<file path="src/rtl/adc_max10_scan_sequencer.sv">
// Scan sequencer for the MAX10 modular ADC: walks an enabled-channel mask, issues one
// Avalon-ST command per channel, captures results into a 32-entry table and flags completion.
module adc_max10_scan_sequencer #(
  parameter int unsigned TIMEOUT_CYCLES = 1023,
  parameter int unsigned CNT_W          = 16
) (
  input  logic             HCLK,
  input  logic             HRESET,
  input  logic             cfg_enable,
  input  logic [31:0]      cfg_mask,
  input  logic             cfg_continuous,
  input  logic             cfg_trig_en,
  input  logic             start,
  input  logic             irq_en,
  input  logic             irq_clear,
  input  logic             ADC_Trigger,
  output logic             ADC_C_Valid,
  output logic [4:0]       ADC_C_Channel,
  output logic             ADC_C_SOP,
  output logic             ADC_C_EOP,
  input  logic             ADC_C_Ready,
  input  logic             ADC_R_Valid,
  input  logic [4:0]       ADC_R_Channel,
  input  logic [11:0]      ADC_R_Data,
  input  logic [4:0]       rd_addr,
  output logic [15:0]      rd_data,
  output logic             busy,
  output logic [CNT_W-1:0] scan_count,
  output logic             err_timeout,
  output logic             err_chan,
  output logic             ADC_Interrupt
);

  typedef enum logic [2:0] {StIdle, StCmd, StWaitRsp, StNext, StDone} state_e;

  state_e           state_q, state_d;
  logic [31:0]      scan_mask_q, scan_mask_d;
  logic [4:0]       cur_ch_q, cur_ch_d;
  logic [9:0]       to_cnt_q, to_cnt_d;
  logic [CNT_W-1:0] scan_cnt_q, scan_cnt_d;
  logic             err_to_q, err_to_d;
  logic             err_chan_q, err_chan_d;
  logic             irq_q, irq_d;
  logic             trig_q;
  logic [31:0]      tbl_valid_q;
  logic [11:0]      tbl_data_q [32];
  logic [15:0]      rd_data_q;

  logic             start_evt;
  logic             rsp_match;
  logic             tbl_we;
  logic [31:0]      above_mask;
  logic [31:0]      remaining;

  function automatic logic [4:0] lowest_bit(input logic [31:0] m);
    logic [4:0] r;
    r = '0;
    for (int i = 31; i >= 0; i--) begin
      if (m[i]) r = 5'(i);
    end
    return r;
  endfunction

  assign start_evt = start | (cfg_trig_en & ADC_Trigger & ~trig_q);
  assign rsp_match = (state_q == StWaitRsp) && ADC_R_Valid && (ADC_R_Channel == cur_ch_q);

  always_comb begin
    above_mask = '0;
    for (int i = 0; i < 32; i++) begin
      above_mask[i] = (i > int'(cur_ch_q));
    end
  end
  assign remaining = scan_mask_q & above_mask;

  always_comb begin
    state_d     = state_q;
    scan_mask_d = scan_mask_q;
    cur_ch_d    = cur_ch_q;
    to_cnt_d    = to_cnt_q;
    scan_cnt_d  = scan_cnt_q;
    err_to_d    = err_to_q;
    err_chan_d  = err_chan_q;
    irq_d       = irq_q;
    tbl_we      = 1'b0;

    // Clear first so that any set condition in the same cycle wins.
    if (irq_clear) begin
      err_to_d   = 1'b0;
      err_chan_d = 1'b0;
      irq_d      = 1'b0;
    end
    if (ADC_R_Valid && !rsp_match) err_chan_d = 1'b1;

    unique case (state_q)
      StIdle: begin
        if (start_evt && cfg_enable && (cfg_mask != '0)) begin
          scan_mask_d = cfg_mask;
          cur_ch_d    = lowest_bit(cfg_mask);
          state_d     = StCmd;
        end
      end
      StCmd: begin
        if (ADC_C_Ready) begin
          to_cnt_d = '0;
          state_d  = StWaitRsp;
        end
      end
      StWaitRsp: begin
        if (rsp_match) begin
          tbl_we  = 1'b1;
          state_d = StNext;
        end else if (to_cnt_q == 10'(TIMEOUT_CYCLES - 1)) begin
          err_to_d = 1'b1;
          state_d  = StNext;
        end else begin
          to_cnt_d = to_cnt_q + 10'd1;
        end
      end
      StNext: begin
        if (!cfg_enable) begin
          state_d = StIdle;
        end else if (remaining != '0) begin
          cur_ch_d = lowest_bit(remaining);
          state_d  = StCmd;
        end else begin
          state_d = StDone;
        end
      end
      StDone: begin
        scan_cnt_d = scan_cnt_q + CNT_W'(1);
        if (irq_en) irq_d = 1'b1;
        state_d = StIdle;
        if (cfg_continuous && cfg_enable) begin
          scan_mask_d = cfg_mask;
          if (cfg_mask != '0) begin
            cur_ch_d = lowest_bit(cfg_mask);
            state_d  = StCmd;
          end
        end
      end
      default: state_d = StIdle;
    endcase
  end

  always_ff @(posedge HCLK) begin
    if (HRESET) begin
      state_q     <= StIdle;
      scan_mask_q <= '0;
      cur_ch_q    <= '0;
      to_cnt_q    <= '0;
      scan_cnt_q  <= '0;
      err_to_q    <= 1'b0;
      err_chan_q  <= 1'b0;
      irq_q       <= 1'b0;
      trig_q      <= 1'b0;
      tbl_valid_q <= '0;
      rd_data_q   <= '0;
    end else begin
      state_q     <= state_d;
      scan_mask_q <= scan_mask_d;
      cur_ch_q    <= cur_ch_d;
      to_cnt_q    <= to_cnt_d;
      scan_cnt_q  <= scan_cnt_d;
      err_to_q    <= err_to_d;
      err_chan_q  <= err_chan_d;
      irq_q       <= irq_d;
      trig_q      <= ADC_Trigger;
      if (tbl_we) tbl_valid_q[cur_ch_q] <= 1'b1;
      // Invalid entries read as zero so stale samples never leak after a reset.
      rd_data_q   <= tbl_valid_q[rd_addr] ? {4'b1000, tbl_data_q[rd_addr]} : 16'h0000;
    end
  end

  always_ff @(posedge HCLK) begin
    if (tbl_we) tbl_data_q[cur_ch_q] <= ADC_R_Data;
  end

  assign ADC_C_Valid   = (state_q == StCmd);
  assign ADC_C_SOP     = ADC_C_Valid;
  assign ADC_C_EOP     = ADC_C_Valid;
  assign ADC_C_Channel = cur_ch_q;
  assign busy          = (state_q != StIdle);
  assign scan_count    = scan_cnt_q;
  assign err_timeout   = err_to_q;
  assign err_chan      = err_chan_q;
  assign ADC_Interrupt = irq_q;
  assign rd_data       = rd_data_q;

endmodule
</file>
<file path="config.mk">
export PLATFORM = sky130hd
export DESIGN_NAME = adc_max10_scan_sequencer
export DESIGN_NICKNAME = d
export VERILOG_FILES = /design/src/rtl/adc_max10_scan_sequencer.sv
export SDC_FILE = /design/constraint.sdc
export NUM_CORES = 1
export LEC_CHECK = 0
export CORE_ASPECT_RATIO = 0.6
export CORE_MARGIN = 1.5
export CORE_UTILIZATION = 52
export CTS_CLUSTER_DIAMETER = 30
export DETAILED_ROUTE_END_ITERATION = 10
export GPL_TIMING_DRIVEN = 0
export PLACE_DENSITY = 0.73
export SYNTH_ARGS = -nofsm -noshare
export SYNTH_HDL_FRONTEND = slang
export SYNTH_SLANG_ARGS = --single-unit
export TNS_END_PERCENT = 50
</file>
<file path="constraint.sdc">
create_clock -name HCLK -period 3 [get_ports HCLK]
set_input_delay 0.45 -clock HCLK [delete_from_list [all_inputs] [get_ports HCLK]]
set_output_delay 0.45 -clock HCLK [all_outputs]
set_load 0.02 [all_outputs]
</file>
Figure 1. Logic cells by family (run 1).
(2 px per um)
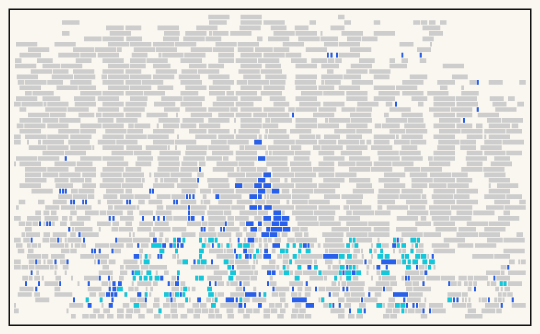
[NOR gates] blue | cells: 210 | most used: nor2_1
[inverting AOI/OAI gates] cyan | cells: 119 | most used: a21oi_1

Figure 2. The clock network (run 1).
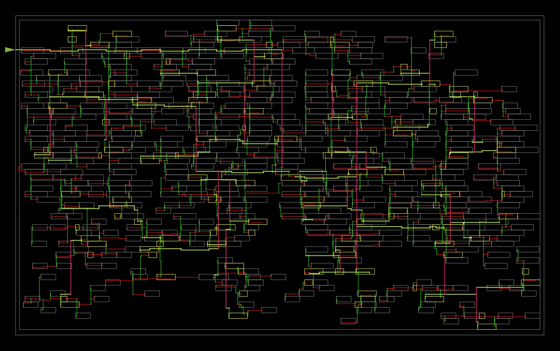
source-to-sink clock delay at the later pin of the worst-skew pair: 0.60 ns
Clock Skew: 0.0311 ns

Figure 3. Nets reached from selected ports (run 1).
(2 px per um)
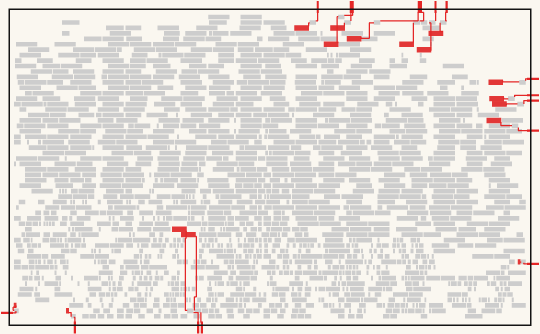
[rd_data] red | bits: 16 | direction: output | end cells: 16 | buffers: 16 | wire: 283 um

Figure 4. Placement density heat map (run 1).
(1.5 px per um) The die is cut into 26 by 16 equal tiles; dark purple is low, yellow is high, 0 to 100% covered.
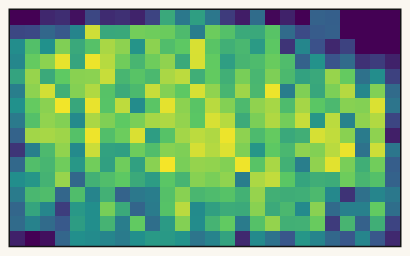
tiles over 75% full: 34%
mean over tiles: 60%
emptiest ninth of the die: top right
fullest tile: 99%

==> PnR_summary.wiki, run 1 <==
=== Physical design figures ===
{| class="wikitable"
! Metric !! Value
|-
| Setup TNS || 0 ns
|-
| And+or+nand+nor area frac || 7.82%
|-
| Core Region || 39000 um^2
|-
| FF+latch area || 13800 um^2
|-
| Stage-log warning count || 29
|-
| Highest cell delay on the worst timing path || 0.52 ns
|-
| Setup violations, final || 0
|-
| Number of buffers and inverters on the critical path || 2
|-
| Flip-flops || 498
|-
| Number of nets with antenna violations after routing || 0
|-
| Filler Cell Count || 2721
|-
| Overall die area || 40900 um^2
|-
| Largest registers || tbl_data_q: 384 flops, tbl_valid_q: 32 flops, scan_mask_q: 31 flops
|-
| Final critical-path share of the clock period || 99.8%
|-
| Vias in the first global route || 12531
|-
| Required @ worst endpoint || 3.21 ns
|-
| Category of cells accounting for the largest share of critical-path delay || simple AND/OR/NAND/NOR gates
|-
| Leading cell types by total area after synthesis || sky130_fd_sc_hd__edfxtp_1, sky130_fd_sc_hd__mux4_2, sky130_fd_sc_hd__dfxtp_1
|-
| Maximum number of pins on one net before global-route repair || 33
|-
| Most common logic cell in the routed design || sky130_fd_sc_hd__edfxtp_1
|-
| Flip-flop count of the largest register, all copies and words added || 384
|-
| Most frequent cells in the layout || sky130_fd_sc_hd__edfxtp_1, sky130_fd_sc_hd__nor2_1, sky130_fd_sc_hd__mux4_2
|-
| Int Pwr || 12500 uW
|-
| Floorplan row count || 56
|-
| Share of cell area taken by multi-input logic gates || 26.5%
|-
| Total routed wire length on the met1 layer || 24800 um
|-
| Share of total power in sequential cells || 45.2%
|-
| Violated checks || capacitance limit, slew limit
|-
| Run status || complete, but fails checks
|-
| Clock tree buffer count of the final layout || 71
|-
| Leakage power of the design || 0.00839 uW
|-
| Overall power || 16600 uW
|-
| Count of plain and timing-repair buffers in the layout || 194
|-
| Max-slew violations || 2
|-
| Buffers from clock root to sink, at most || 3
|-
| Height of the die || 157 um
|-
| Total wirelength of the detailed-routed design || 56800 um
|-
| DRT Pass-1 Iters || 5
|-
| Proportion of total power due to net switching || 24.7%
|-
| Residual overflow from global routing || 0
|-
| Proportion of cell area occupied by registers || 55.3%
|-
| Number of synthesized register bits || 498
|-
| Max-cap violations || 1
|-
| Complex Gates by Area || 5.23%
|-
| Yosys adder share || 0.182%
|-
| Amount of wire on met2 after detailed routing || 23100 um
|-
| Total sequential power || 7520 uW
|-
| # clock sinks || 498
|-
| I/O pin count || 109
|-
| Xor/xnor share || 1.19%
|-
| Start of the worst register-to-register path || state_q[2]$_SDFFE_PP0P_
|-
| Synthesized netlist cell count || 1276
|-
| Reported clock group power || 7770 uW
|-
| Hold Crit Start || rd_addr[4]
|-
| Antenna violations before repair || 0
|-
| H-tree levels || 3
|-
| Effective utilization at floorplan || 52.8%
|-
| Worst Hold End || rd_data[0]$_SDFF_PP0_
|-
| Total of cells resized after clock tree synthesis || 24
|-
| Distinct lib cells || 77
|-
| Post-synthesis sequential area ratio || 67.0%
|-
| Biggest fanout along the worst timing path || 13
|-
| Largest power group || the clock network
|-
| Total Routing Usage GR || 28.7%
|-
| Worst Hold Slack || 0.357 ns
|-
| Number of tap cells inserted || 522
|-
| Number of clock buffers inserted by TritonCTS || 66
|-
| Library cell with the largest summed area after synthesis || sky130_fd_sc_hd__edfxtp_1
|-
| Share of power burned in combinational logic || 8.1%
|}
-- run 1: metrics by stage --
step                      std cells  utilization, %  cell area, um^2  setup slack, ns
after CTS                      2038            63.6            24800           -0.223
after global routing           2041            64.0            25000          -0.0641
after floorplan                1278               -            20600            0.149
final                          2041            64.0            25000          0.00508
after detailed placement       1916            57.7            22500            -1.11
after global placement         1901            57.1            22300            -1.59
-- run 1: worst max path at each step --
stage	startpoint	end	slack [ns]	cells after the start
after floorplan	state_q[2]$_SDFFE_PP0P_	tbl_data_q[14][0]$_DFFE_PP_	0.15	5
after global placement	ADC_R_Channel[1]	tbl_data_q[15][4]$_DFFE_PP_	-1.59	6
after detailed placement	rd_addr[1]	rd_data[2]$_SDFF_PP0_	-1.11	8
after CTS	state_q[1]$_SDFFE_PP0P_	tbl_data_q[5][0]$_DFFE_PP_	-0.22	4
after global routing	state_q[2]$_SDFFE_PP0P_	tbl_data_q[21][9]$_DFFE_PP_	-0.06	6
final	state_q[2]$_SDFFE_PP0P_	tbl_data_q[23][11]$_DFFE_PP_	0.005	6
-- run 1: cells in the mapped netlist, types with 14 or more instances --
master and number:
sky130_fd_sc_hd__mux2i_1 45, sky130_fd_sc_hd__xor2_1 20, sky130_fd_sc_hd__mux4_2 130, sky130_fd_sc_hd__nand2_1 32, sky130_fd_sc_hd__clkbuf_1 31, sky130_fd_sc_hd__dfxtp_1 114, sky130_fd_sc_hd__buf_2 23, sky130_fd_sc_hd__o21ai_0 24
sky130_fd_sc_hd__a21oi_1 33, sky130_fd_sc_hd__edfxtp_1 384, sky130_fd_sc_hd__nor2_1 159, sky130_fd_sc_hd__nor2b_1 14, sky130_fd_sc_hd__inv_1 18, sky130_fd_sc_hd__nand3_1 20
==> run 2, diff against run 1 <==
--- a/config.mk
+++ b/config.mk
@@ -9,9 +9,11 @@
 export CORE_MARGIN = 1.5
 export CORE_UTILIZATION = 52
 export CTS_CLUSTER_DIAMETER = 30
+export CTS_CLUSTER_SIZE = 30
 export DETAILED_ROUTE_END_ITERATION = 10
 export GPL_TIMING_DRIVEN = 0
 export PLACE_DENSITY = 0.73
+export SLEW_MARGIN = 10
 export SYNTH_ARGS = -nofsm -noshare
 export SYNTH_HDL_FRONTEND = slang
 export SYNTH_SLANG_ARGS = --single-unit
Figure 5. The clock network (run 2).
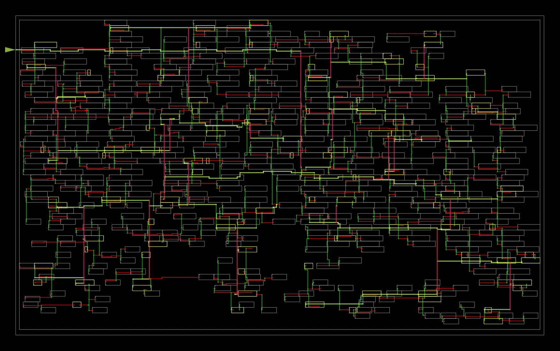
Clock Skew: 0.0161 ns
number of clock buffers inserted by TritonCTS: 61

Figure 6. Nets reached from selected ports (run 2).
(2 px per um)
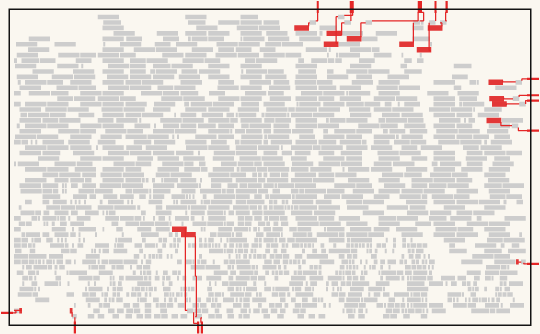
[rd_data] red | bits: 16 | direction: output | end cells: 16 | buffers: 16 | wire: 286 um

==> run 2 against run 1 <==
The flow now finishes without violations. Non-clock buffer count increased by 12. Count of clock-buffer cells in the layout decreased by 1. Sequential power about the same. Routed wire length decreased by 1.1%. Register-to-register slack about the same. Setup slack improved by 0.0096 ns. Combinational power about the same. Die area unchanged. Sequential share of layout area about the same. Global-route usage decreased by 0.64 points. Critical path type unchanged. Critical endpoint is now ADC_C_Channel[3]$_SDFFE_PP0P_.
==> PnR_summary.wiki, run 2 <==
=== Physical design figures ===
{| class="wikitable"
! Metric !! Value
|-
| Final weighted congestion in routability-driven placement || 0.967
|-
| Data arrival time of the worst path || 3.48 ns
|-
| Count of endpoints failing hold in the final timing report || 0
|-
| Final WS setup || 0.0147 ns (+0.00963 ns)
|-
| Overall die area || 40900 um^2 (unchanged)
|-
| Post-synth tally of flip-flops with integrated enable || 384
|-
| Slew HR || 16.5%
|-
| Overall power || 16300 uW (-2.3%)
|-
| Nets@finish || 1540
|-
| Post-synthesis mux area share || 16.4%
|-
| Vias in the first global route || 12351 (-1.4%)
|-
| Leading cell types by total area after synthesis || sky130_fd_sc_hd__edfxtp_1, sky130_fd_sc_hd__mux4_2, sky130_fd_sc_hd__dfxtp_1
|-
| Setup slack on the worst flop-to-flop path || 0.01 ns
|-
| DRT Pass-1 Iters || 5 (unchanged)
|-
| Final critical-path share of the clock period || 99.5% (-0.32 points)
|-
| Post-Synthesis Mean Instance Area || 16.2 um^2
|-
| And+or+nand+nor area frac || 7.82% (unchanged)
|-
| Power density relative to cell area || 651 nW/um^2
|-
| Post-synthesis cell type with the largest instance count || sky130_fd_sc_hd__edfxtp_1
|-
| Number of nets with antenna violations after routing || 0 (unchanged)
|-
| I/O pin count || 109 (unchanged)
|-
| # clock sinks || 498 (unchanged)
|-
| Worst slew pin tran || 1.25 ns
|-
| Combinational gate count || 686
|-
| Fraction of layout instances using a drive strength above 1 || 25.0%
|-
| Share of cell area taken by multi-input logic gates || 26.3% (-0.11 points)
|-
| Maximum number of pins on one net before global-route repair || 33 (unchanged)
|-
| Start of the worst register-to-register path || ADC_C_Channel[0]$_SDFFE_PP0P_
|-
| Vias after detailed routing || 12854
|-
| Highest cell delay on the worst timing path || 0.63 ns (+0.11 ns)
|-
| First-pass GRT wire length || 81900 um
|-
| Wirelength per Cell || 27.4 um
|-
| Filler Cell Count || 2697 (-0.88%)
|-
| Yosys adder share || 0.182% (unchanged)
|-
| Flip-flop count of the largest register, all copies and words added || 384 (unchanged)
|-
| Total of cells resized after clock tree synthesis || 25 (+4.2%)
|-
| Hold WC Path Type || in -> reg
|-
| Biggest cell category by area in the final layout || registers
|-
| Post-placement setup slack || -1.10 ns (+0.00564 ns)
|-
| Clock tree buffer count of the final layout || 70 (-1.4%)
|-
| CTS clock-pin slew for the worst setup and hold paths || 0.06 ns
|-
| Largest registers || tbl_data_q: 384 flops, tbl_valid_q: 32 flops, scan_mask_q: 31 flops
|-
| Floorplan row count || 56 (unchanged)
|-
| Clock network share of area || 8.33%
|-
| Complex Gates by Area || 5.23% (unchanged)
|-
| Proportion of cell area occupied by registers || 55.3% (about the same)
|-
| Run status || finished clean
|-
| Category of the worst setup path launch point || flip-flop
|-
| Unrepaired setup endpoints after global routing || yes
|-
| Count of instantiated cells in the yosys netlist || 1276
|-
| Logic inverters || 19
|-
| Mapped Area || 20600 um^2
|-
| Endpoint type of the worst setup path || flip-flop
|-
| Top cells by instance count after synthesis || sky130_fd_sc_hd__edfxtp_1, sky130_fd_sc_hd__nor2_1, sky130_fd_sc_hd__mux4_2
|-
| Number of tap cells inserted || 522 (unchanged)
|-
| Effective utilization at floorplan || 52.8% (unchanged)
|-
| Ys Warns || 0
|-
| Buffers from clock root to sink, at most || 3 (unchanged)
|-
| Iteration-0 DRC count of the detailed router || 1967
|-
| Number of synthesized register bits || 498 (unchanged)
|-
| DP Wirelength || 39200 um
|-
| Setup violations, final || 0 (unchanged)
|-
| Total non-filler cell area in the finished layout || 25000 um^2 (about the same)
|-
| Depth of the most critical reg-to-reg path || 7
|-
| Data-path buffer share of cell area in the final layout || 7.14%
|-
| Time the worst path needs with I/O delays and setup || 2.99 ns
|-
| Worst setup path class || reg -> reg
|-
| Maximum operating frequency || 335 MHz
|-
| Required @ worst endpoint || 3.49 ns (+0.28 ns)
|-
| Count of plain and timing-repair buffers in the layout || 206 (+6.2%)
|-
| Per-cell via count in the routed design || 6.28
|-
| Total wirelength of the detailed-routed design || 56200 um (-1.1%)
|-
| Logic cell area || 6580 um^2
|-
| Leakage power of the design || 0.00840 uW (about the same)
|-
| Worst Hold End || rd_data[0]$_SDFF_PP0_
|-
| Biggest register || tbl_data_q
|-
| Hold Crit Start || rd_addr[4]
|-
| Source-to-sink clock delay at the later pin of the worst-skew pair || 0.60 ns (about the same)
|-
| Number of antenna cells inserted || 0
|-
| Antenna violations before repair || 0 (unchanged)
|-
| Core Region || 39000 um^2 (unchanged)
|-
| Dominant cell area share || 56.0%
|-
| Max-slew violations || 0 (-2)
|-
| Cts-stage hold buffer count || 0
|-
| IO Port Bufs || 101
|-
| Critical Path, Cell by Cell || buf_2 > nand2_2 > o211ai_1 > nand3_1 > o31ai_1 > a21oi_1 > a211oi_1
|-
| FF+latch area || 13800 um^2 (about the same)
|-
| Max rail drop VDD || 0.477 mV
|-
| Hold Crit Depth || 3
|-
| Flip-flops || 498 (unchanged)
|-
| Post-CTS setup repair buffer count || 0
|-
| Library cell with the largest summed area after synthesis || sky130_fd_sc_hd__edfxtp_1
|-
| Residual overflow from global routing || 0 (unchanged)
|-
| Endpoint of the worst register-to-register path || ADC_C_Channel[3]$_SDFFE_PP0P_
|-
| Most frequent cells in the layout || sky130_fd_sc_hd__edfxtp_1, sky130_fd_sc_hd__nor2_1, sky130_fd_sc_hd__mux4_2
|-
| Xor/xnor share || 1.19% (unchanged)
|-
| Total Routing Usage GR || 28.0% (-0.64 points)
|-
| Max-cap violations || 0 (-1)
|-
| Category of cells accounting for the largest share of critical-path delay || AND-OR/OR-AND gates
|-
| Height of the die || 157 um (unchanged)
|-
| Clk Tree Root Cell || sky130_fd_sc_hd__clkbuf_16
|-
| Predominant post-synthesis flop cell || sky130_fd_sc_hd__edfxtp_1
|-
| Most common logic cell in the routed design || sky130_fd_sc_hd__edfxtp_1
|-
| Final routed DRC violation total || 0
|-
| Distinct lib cells || 77 (unchanged)
|-
| Biggest combinational cell group after synthesis || multiplexers
|-
| Yosys-reported design area after synthesis || 20600 um^2
|-
| Number of buffers and inverters on the critical path || 1 (-1)
|-
| Post-synthesis sequential area ratio || 67.0% (unchanged)
|-
| H-tree levels || 2 (-1)
|-
| Area growth, synth to finish || 21.3%
|-
| Critical-path top delay cell || sky130_fd_sc_hd__o31ai_1
|-
| Biggest fanout along the worst timing path || 10 (-3)
|-
| Clock tree from TritonCTS || built
|-
| Floorplan die width || 260 um
|-
| Share of flip-flops with an asynchronous set or reset || 0%
|-
| Synthesized netlist cell count || 1276 (unchanged)
|-
| Placed cell area || 22600 um^2 (+0.50%)
|-
| Stage-log warning count || 28 (-3.4%)
|}
run 2: metal layers:
layer | wire length [um] | up-vias | part of all wire [%] | GRT usage, %
met2 | 22800 | 771 | 41 | 37.6
li1 | - | 5418 | - | -
met3 | 7440 | 74 | 13 | 9.39
met4 | 735 | 0 | 1.3 | 4.76
met1 | 25100 | 6591 | 45 | 44.5
met5 | 0 | - | 0 | 0
run 2: how the worst max path moves through the flow:
stage | slack, ns | depth (start not counted) | start | to
floorplan | 0.15 | 5 | state_q[2]$_SDFFE_PP0P_ | tbl_data_q[14][0]$_DFFE_PP_
global placement | -1.59 | 6 | ADC_R_Channel[1] | tbl_data_q[15][4]$_DFFE_PP_
detailed placement | -1.10 | 8 | rd_addr[1] | rd_data[2]$_SDFF_PP0_
CTS | 0.01 | 9 | cfg_mask[21] | scan_mask_q[29]$_SDFFE_PP0P_
global route | 0.006 | 8 | rd_addr[1] | rd_data[9]$_SDFF_PP0_
finish | 0.01 | 7 | ADC_C_Channel[0]$_SDFFE_PP0P_ | ADC_C_Channel[3]$_SDFFE_PP0P_
run 2: per-stage QoR:
| stage | utilization, % | TNS (ns) | hold slack [ns] | cells |
|---|---|---|---|---|
| 2_1_floorplan | - | 0 | 0.435 | 1278 |
| 3_3_place_gp | 57.1 | -348.10 | 0.445 | 1901 |
| 3_5_place_dp | 58.0 | -136.14 | 0.454 | 1923 |
| 4_1_cts | 63.6 | 0 | 0.332 | 2038 |
| 5_1_grt | 64.0 | 0 | 0.358 | 2046 |
| 6_report | 64.0 | 0 | 0.357 | 2046 |
run 2: report_power, final:
| group | switching, uW | internal (uW) |
|---|---|---|
| sequential | 59.0 | 7460 |
| clock | 3040 | 4360 |
| combinational | 826 | 517 |
==> run 3, diff against run 2 <==
--- a/config.mk
+++ b/config.mk
@@ -5,7 +5,7 @@
 export SDC_FILE = /design/constraint.sdc
 export NUM_CORES = 1
 export LEC_CHECK = 0
-export CORE_ASPECT_RATIO = 0.6
+export CORE_ASPECT_RATIO = 1.1
 export CORE_MARGIN = 1.5
 export CORE_UTILIZATION = 52
 export CTS_CLUSTER_DIAMETER = 30
Figure 7. Placement density heat map (run 3).
(1 px per um) The die is cut into 19 by 21 equal tiles; dark purple is low, yellow is high, 0 to 100% covered.
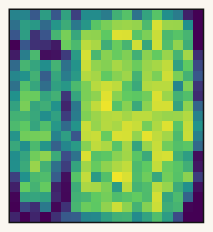
effective utilization at floorplan: 52.7%
Core Region: 39100 um^2
core occupancy in the finished layout: 65.8%

Figure 8. Where the registers sit (run 3).
(2 px per um) Other sequential cells in the stronger grey, the rest of the logic in the fainter grey.
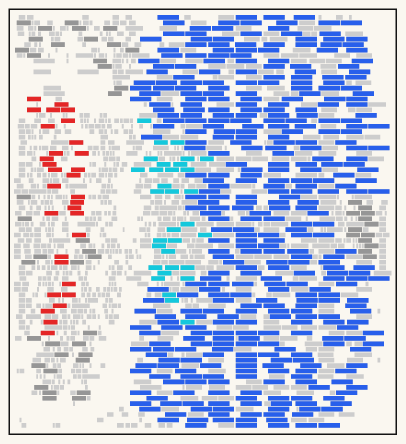
[tbl_valid_q] cyan | sequential cells: 32 | where: middle
[tbl_data_q] blue | sequential cells: 384
[scan_mask_q] red | sequential cells: 31

==> run 3 against run 2 <==
Global-route usage down 0.31 points. Non-clock buffer count fell by 16. Total power grew 17%. Register-to-register slack gained 0.09 ns. Critical path depth stayed put. Sequential share of layout area is 1.6 points lower. Core utilization rose by 1.8 points. First-iteration DRC count decreased by 30%. Combinational power is 5% lower. Cell count up 1.2%. Count of clock-buffer cells in the layout grew 24. Critical endpoint is now rd_data[3]$_SDFF_PP0_.
==> PnR_summary.wiki, run 3 <==
=== Physical design figures ===
{| class="wikitable"
! Metric !! Value
|-
| Wirelength per Cell || 26.5 um (-3.3%)
|-
| Per-cell via count in the routed design || 6.13 (-2.5%)
|-
| Max-slew violations || 0 (unchanged)
|-
| Fraction of layout instances using a drive strength above 1 || 27.1% (+2.1 points)
|-
| Count of endpoints failing hold in the final timing report || 0 (unchanged)
|-
| Clk Tree Root Cell || sky130_fd_sc_hd__clkbuf_16
|-
| Logic cell area || 6550 um^2 (-0.46%)
|-
| First-pass GRT wire length || 81000 um (-1.1%)
|-
| Stage-log warning count || 28 (unchanged)
|-
| Max rail drop VDD || 0.534 mV (+12%)
|-
| I/O pin count || 109 (unchanged)
|-
| Synthesized netlist cell count || 1276 (unchanged)
|-
| Most frequent CP cell || sky130_fd_sc_hd__mux4_2
|-
| Vias in the first global route || 13038 (+5.6%)
|-
| Final routed DRC violation total || 0 (unchanged)
|-
| Number of clock buffers inserted by TritonCTS || 90 (+48%)
|-
| Floorplan die width || 193 um (-26%)
|-
| Post-placement setup slack || -1.36 ns (-0.260 ns)
|-
| CTS clock-pin slew for the worst setup and hold paths || 0.05 ns (about the same)
|-
| Clock share of power || 53.6% (+8.1 points)
|-
| Unrepaired setup endpoints after global routing || yes
|-
| FF+latch area || 13800 um^2 (about the same)
|-
| Area growth, synth to finish || 24.8%
|-
| Total Routing Usage GR || 27.7% (-0.31 points)
|-
| Depth of the most critical reg-to-reg path || 6 (-1)
|-
| Dominant cell area share || 56.0% (unchanged)
|-
| Source-to-sink clock delay at the later pin of the worst-skew pair || 0.62 ns (+0.02 ns)
|-
| Share of total power in sequential cells || 39.7% (-6.5 points)
|-
| Overall power || 19000 uW (+17%)
|-
| Post-synth tally of flip-flops with integrated enable || 384 (unchanged)
|-
| Post-synthesis cell type with the largest instance count || sky130_fd_sc_hd__edfxtp_1
|-
| Buffers from clock root to sink, at most || 3 (unchanged)
|-
| DRT Pass-1 Iters || 6 (+1)
|-
| Final critical-path share of the clock period || 99.3% (-0.17 points)
|-
| Leakage power of the design || 0.00880 uW (+4.8%)
|-
| Maximum number of pins on one net before global-route repair || 33 (unchanged)
|-
| Mapped Area || 20600 um^2 (unchanged)
|-
| Worst Hold End || rd_data[0]$_SDFF_PP0_
|-
| Highest cell delay on the worst timing path || 0.70 ns (+0.07 ns)
|-
| Count of instantiated cells in the yosys netlist || 1276 (unchanged)
|-
| Flip-flop count of the largest register, all copies and words added || 384 (unchanged)
|-
| Run status || finished clean
|-
| Overall die area || 40800 um^2 (about the same)
|-
| Total non-filler cell area in the finished layout || 25700 um^2 (+2.9%)
|-
| Most common logic cell in the routed design || sky130_fd_sc_hd__edfxtp_1
|-
| Clock tree from TritonCTS || built
|-
| Antenna violations before repair || 1 (+1)
|-
| Category of cells accounting for the largest share of critical-path delay || buffers and inverters
|-
| Distinct lib cells || 77 (unchanged)
|-
| Predominant post-synthesis flop cell || sky130_fd_sc_hd__edfxtp_1
|-
| Height of the die || 212 um (+35%)
|-
| Slew HR || 16.6% (+0.092 points)
|-
| Int Pwr || 14300 uW (+16%)
|-
| Hold Crit Start || rd_addr[4]
|-
| Leading cell types by total area after synthesis || sky130_fd_sc_hd__edfxtp_1, sky130_fd_sc_hd__mux4_2, sky130_fd_sc_hd__dfxtp_1
|-
| Worst Hold Slack || 0.340 ns (-0.0165 ns)
|-
| Start point of the critical path || rd_addr[1]
|-
| Total wirelength of the detailed-routed design || 54900 um (-2.2%)
|-
| Clock Skew || 0.0289 ns (+0.0127 ns)
|-
| Share of power burned in combinational logic || 6.7% (-1.6 points)
|-
| Maximum operating frequency || 336 MHz (+0.17%)
|-
| And+or+nand+nor area frac || 7.82% (unchanged)
|-
| Residual overflow from global routing || 0 (unchanged)
|-
| Start of the worst register-to-register path || state_q[2]$_SDFFE_PP0P_
|-
| Proportion of total power due to net switching || 24.3% (+0.19 points)
|-
| Top cells by instance count after synthesis || sky130_fd_sc_hd__edfxtp_1, sky130_fd_sc_hd__nor2_1, sky130_fd_sc_hd__mux4_2
|-
| # clock sinks || 498 (unchanged)
|-
| Number of synthesized register bits || 498 (unchanged)
|-
| Endpoint type of the worst setup path || flip-flop
|-
| Power density relative to cell area || 737 nW/um^2 (+13%)
|-
| Max-cap violations || 0 (unchanged)
|-
| Number of logic stages on the critical path including buffering || 7 (unchanged)
|-
| Setup crit end || rd_data[3]$_SDFF_PP0_
|-
| Largest registers || tbl_data_q: 384 flops, tbl_valid_q: 32 flops, scan_mask_q: 31 flops
|-
| Share of flip-flops with an asynchronous set or reset || 0% (unchanged)
|-
| Post-synthesis mux area share || 16.4% (unchanged)
|-
| Biggest combinational cell group after synthesis || multiplexers
|-
| Critical Path, Cell by Cell || clkdlybuf4s50_1 > clkbuf_4 > clkbuf_1 > mux4_2 > mux4_2 > mux2i_1 > nor2_1
|-
| Biggest register || tbl_data_q
|-
| Floorplan row count || 76 (+36%)
|-
| Filler Cell Count || 2654 (-1.6%)
|-
| Data arrival time of the worst path || 3.47 ns (about the same)
|-
| Setup violations, final || 0 (unchanged)
|-
| Biggest fanout along the worst timing path || 10 (unchanged)
|-
| H-tree levels || 3 (+1)
|-
| Nets@finish || 1553 (+0.84%)
|-
| Critical-path top delay cell || sky130_fd_sc_hd__clkdlybuf4s50_1
|-
| Post-synthesis sequential area ratio || 67.0% (unchanged)
|-
| Most frequent cells in the layout || sky130_fd_sc_hd__edfxtp_1, sky130_fd_sc_hd__nor2_1, sky130_fd_sc_hd__mux4_2
|-
| Required @ worst endpoint || 3.49 ns (about the same)
|-
| Switching power || 4610 uW (+17%)
|-
| Number of nets with antenna violations after routing || 0 (unchanged)
|-
| Ys Warns || 0 (unchanged)
|-
| Worst setup path class || in -> reg
|-
| Library cell with the largest summed area after synthesis || sky130_fd_sc_hd__edfxtp_1
|-
| Number of buffers and inverters on the critical path || 3 (+2)
|-
| Post-Synthesis Mean Instance Area || 16.2 um^2 (unchanged)
|-
| Iteration-0 DRC count of the detailed router || 1383 (-30%)
|-
| DP Wirelength || 33600 um (-14%)
|-
| Hold Crit Depth || 3 (unchanged)
|-
| IO Port Bufs || 101 (unchanged)
|-
| Final weighted congestion in routability-driven placement || 0.914 (-5.5%)
|-
| Placed cell area || 22500 um^2 (-0.68%)
|-
| Hold WC Path Type || in -> reg
|-
| Vias after detailed routing || 12679 (-1.4%)
|-
| Setup slack on the worst flop-to-flop path || 0.10 ns (+0.09 ns)
|-
| Cts-stage hold buffer count || 0 (unchanged)
|-
| Yosys-reported design area after synthesis || 20600 um^2 (unchanged)
|-
| Category of the worst setup path launch point || input port
|-
| Time the worst path needs with I/O delays and setup || 2.98 ns (-0.00519 ns)
|-
| Xor/xnor share || 1.19% (unchanged)
|-
| Final WS setup || 0.0199 ns (+0.00519 ns)
|-
| Setup TNS || 0 ns (unchanged)
|-
| Complex Gates by Area || 5.23% (unchanged)
|-
| Endpoint of the worst register-to-register path || tbl_data_q[21][2]$_DFFE_PP_
|-
| Yosys adder share || 0.182% (unchanged)
|}
## run 3: per-layer routing
| metal | part of all wire, % | GRT usage (%) | vias to the layer above |
|---|---|---|---|
| met3 | 8.0 | 5.17 | 111 |
| met4 | 3.3 | 11.8 | 0 |
| met5 | 0 | 0 | - |
| met1 | 38 | 35.8 | 6375 |
| li1 | - | - | 5470 |
| met2 | 50 | 46.0 | 723 |
## run 3: layout make-up
type,instances,area share (%)
Inverter,19,0.277
Buffer,75,1.51
Sequential cell,498,53.7
Tap cell,507,2.47
Multi-Input combinational cell,686,25.5
Clock buffer,94,8.82
Timing Repair Buffer,115,4.53
Antenna cell,1,0.00973
Clock inverter,75,3.16
## run 3: logic make-up (layout without fill, tap and decap cells)
group                    count (synthesis)  in the layout
XOR/XNOR                                28             28
multiplexers                           176            176
adder cells (fa/ha/maj)                  3              3
buffers and inverters                   94            378
other                                    1              4
AND-OR/OR-AND                          152            152
AND/OR/NAND/NOR                        324            324
flip-flops                             498            498
## run 3: timing repair
action | in CTS | in global routing
setup endpoints to repair | 284 | 119
resized | 30 | 14
setup buffers | 0 | 2
pin swaps | 0 | 3
## run 3: power groups by stage
stage | Clock (uW) | Sequential (uW) | Combinational, uW
finish | 10200 | 7530 | 1270
global placement | 0 | 7660 | 1210
floorplan | 0 | 7650 | 734
CTS | 10200 | 7530 | 1250
detailed placement | 0 | 7660 | 1230
global route | 10600 | 7530 | 1350
## run 3: metrics by stage
| stage | instances | util [%] |
|---|---|---|
| floorplan | 1278 | - |
| global placement | 1886 | 57.0 |
| detailed placement | 1898 | 57.6 |
| CTS | 2067 | 65.7 |
| global route | 2069 | 65.8 |
| finish | 2070 | 65.8 |
## run 3: tightest hold or removal path: cells and delay by family
kind	cells	cell delay, ns
buffers and inverters	1	0.20
muxes	1	0.17
and+or+nand+nor	1	0.08
Power and IR drop assume default switching activity.
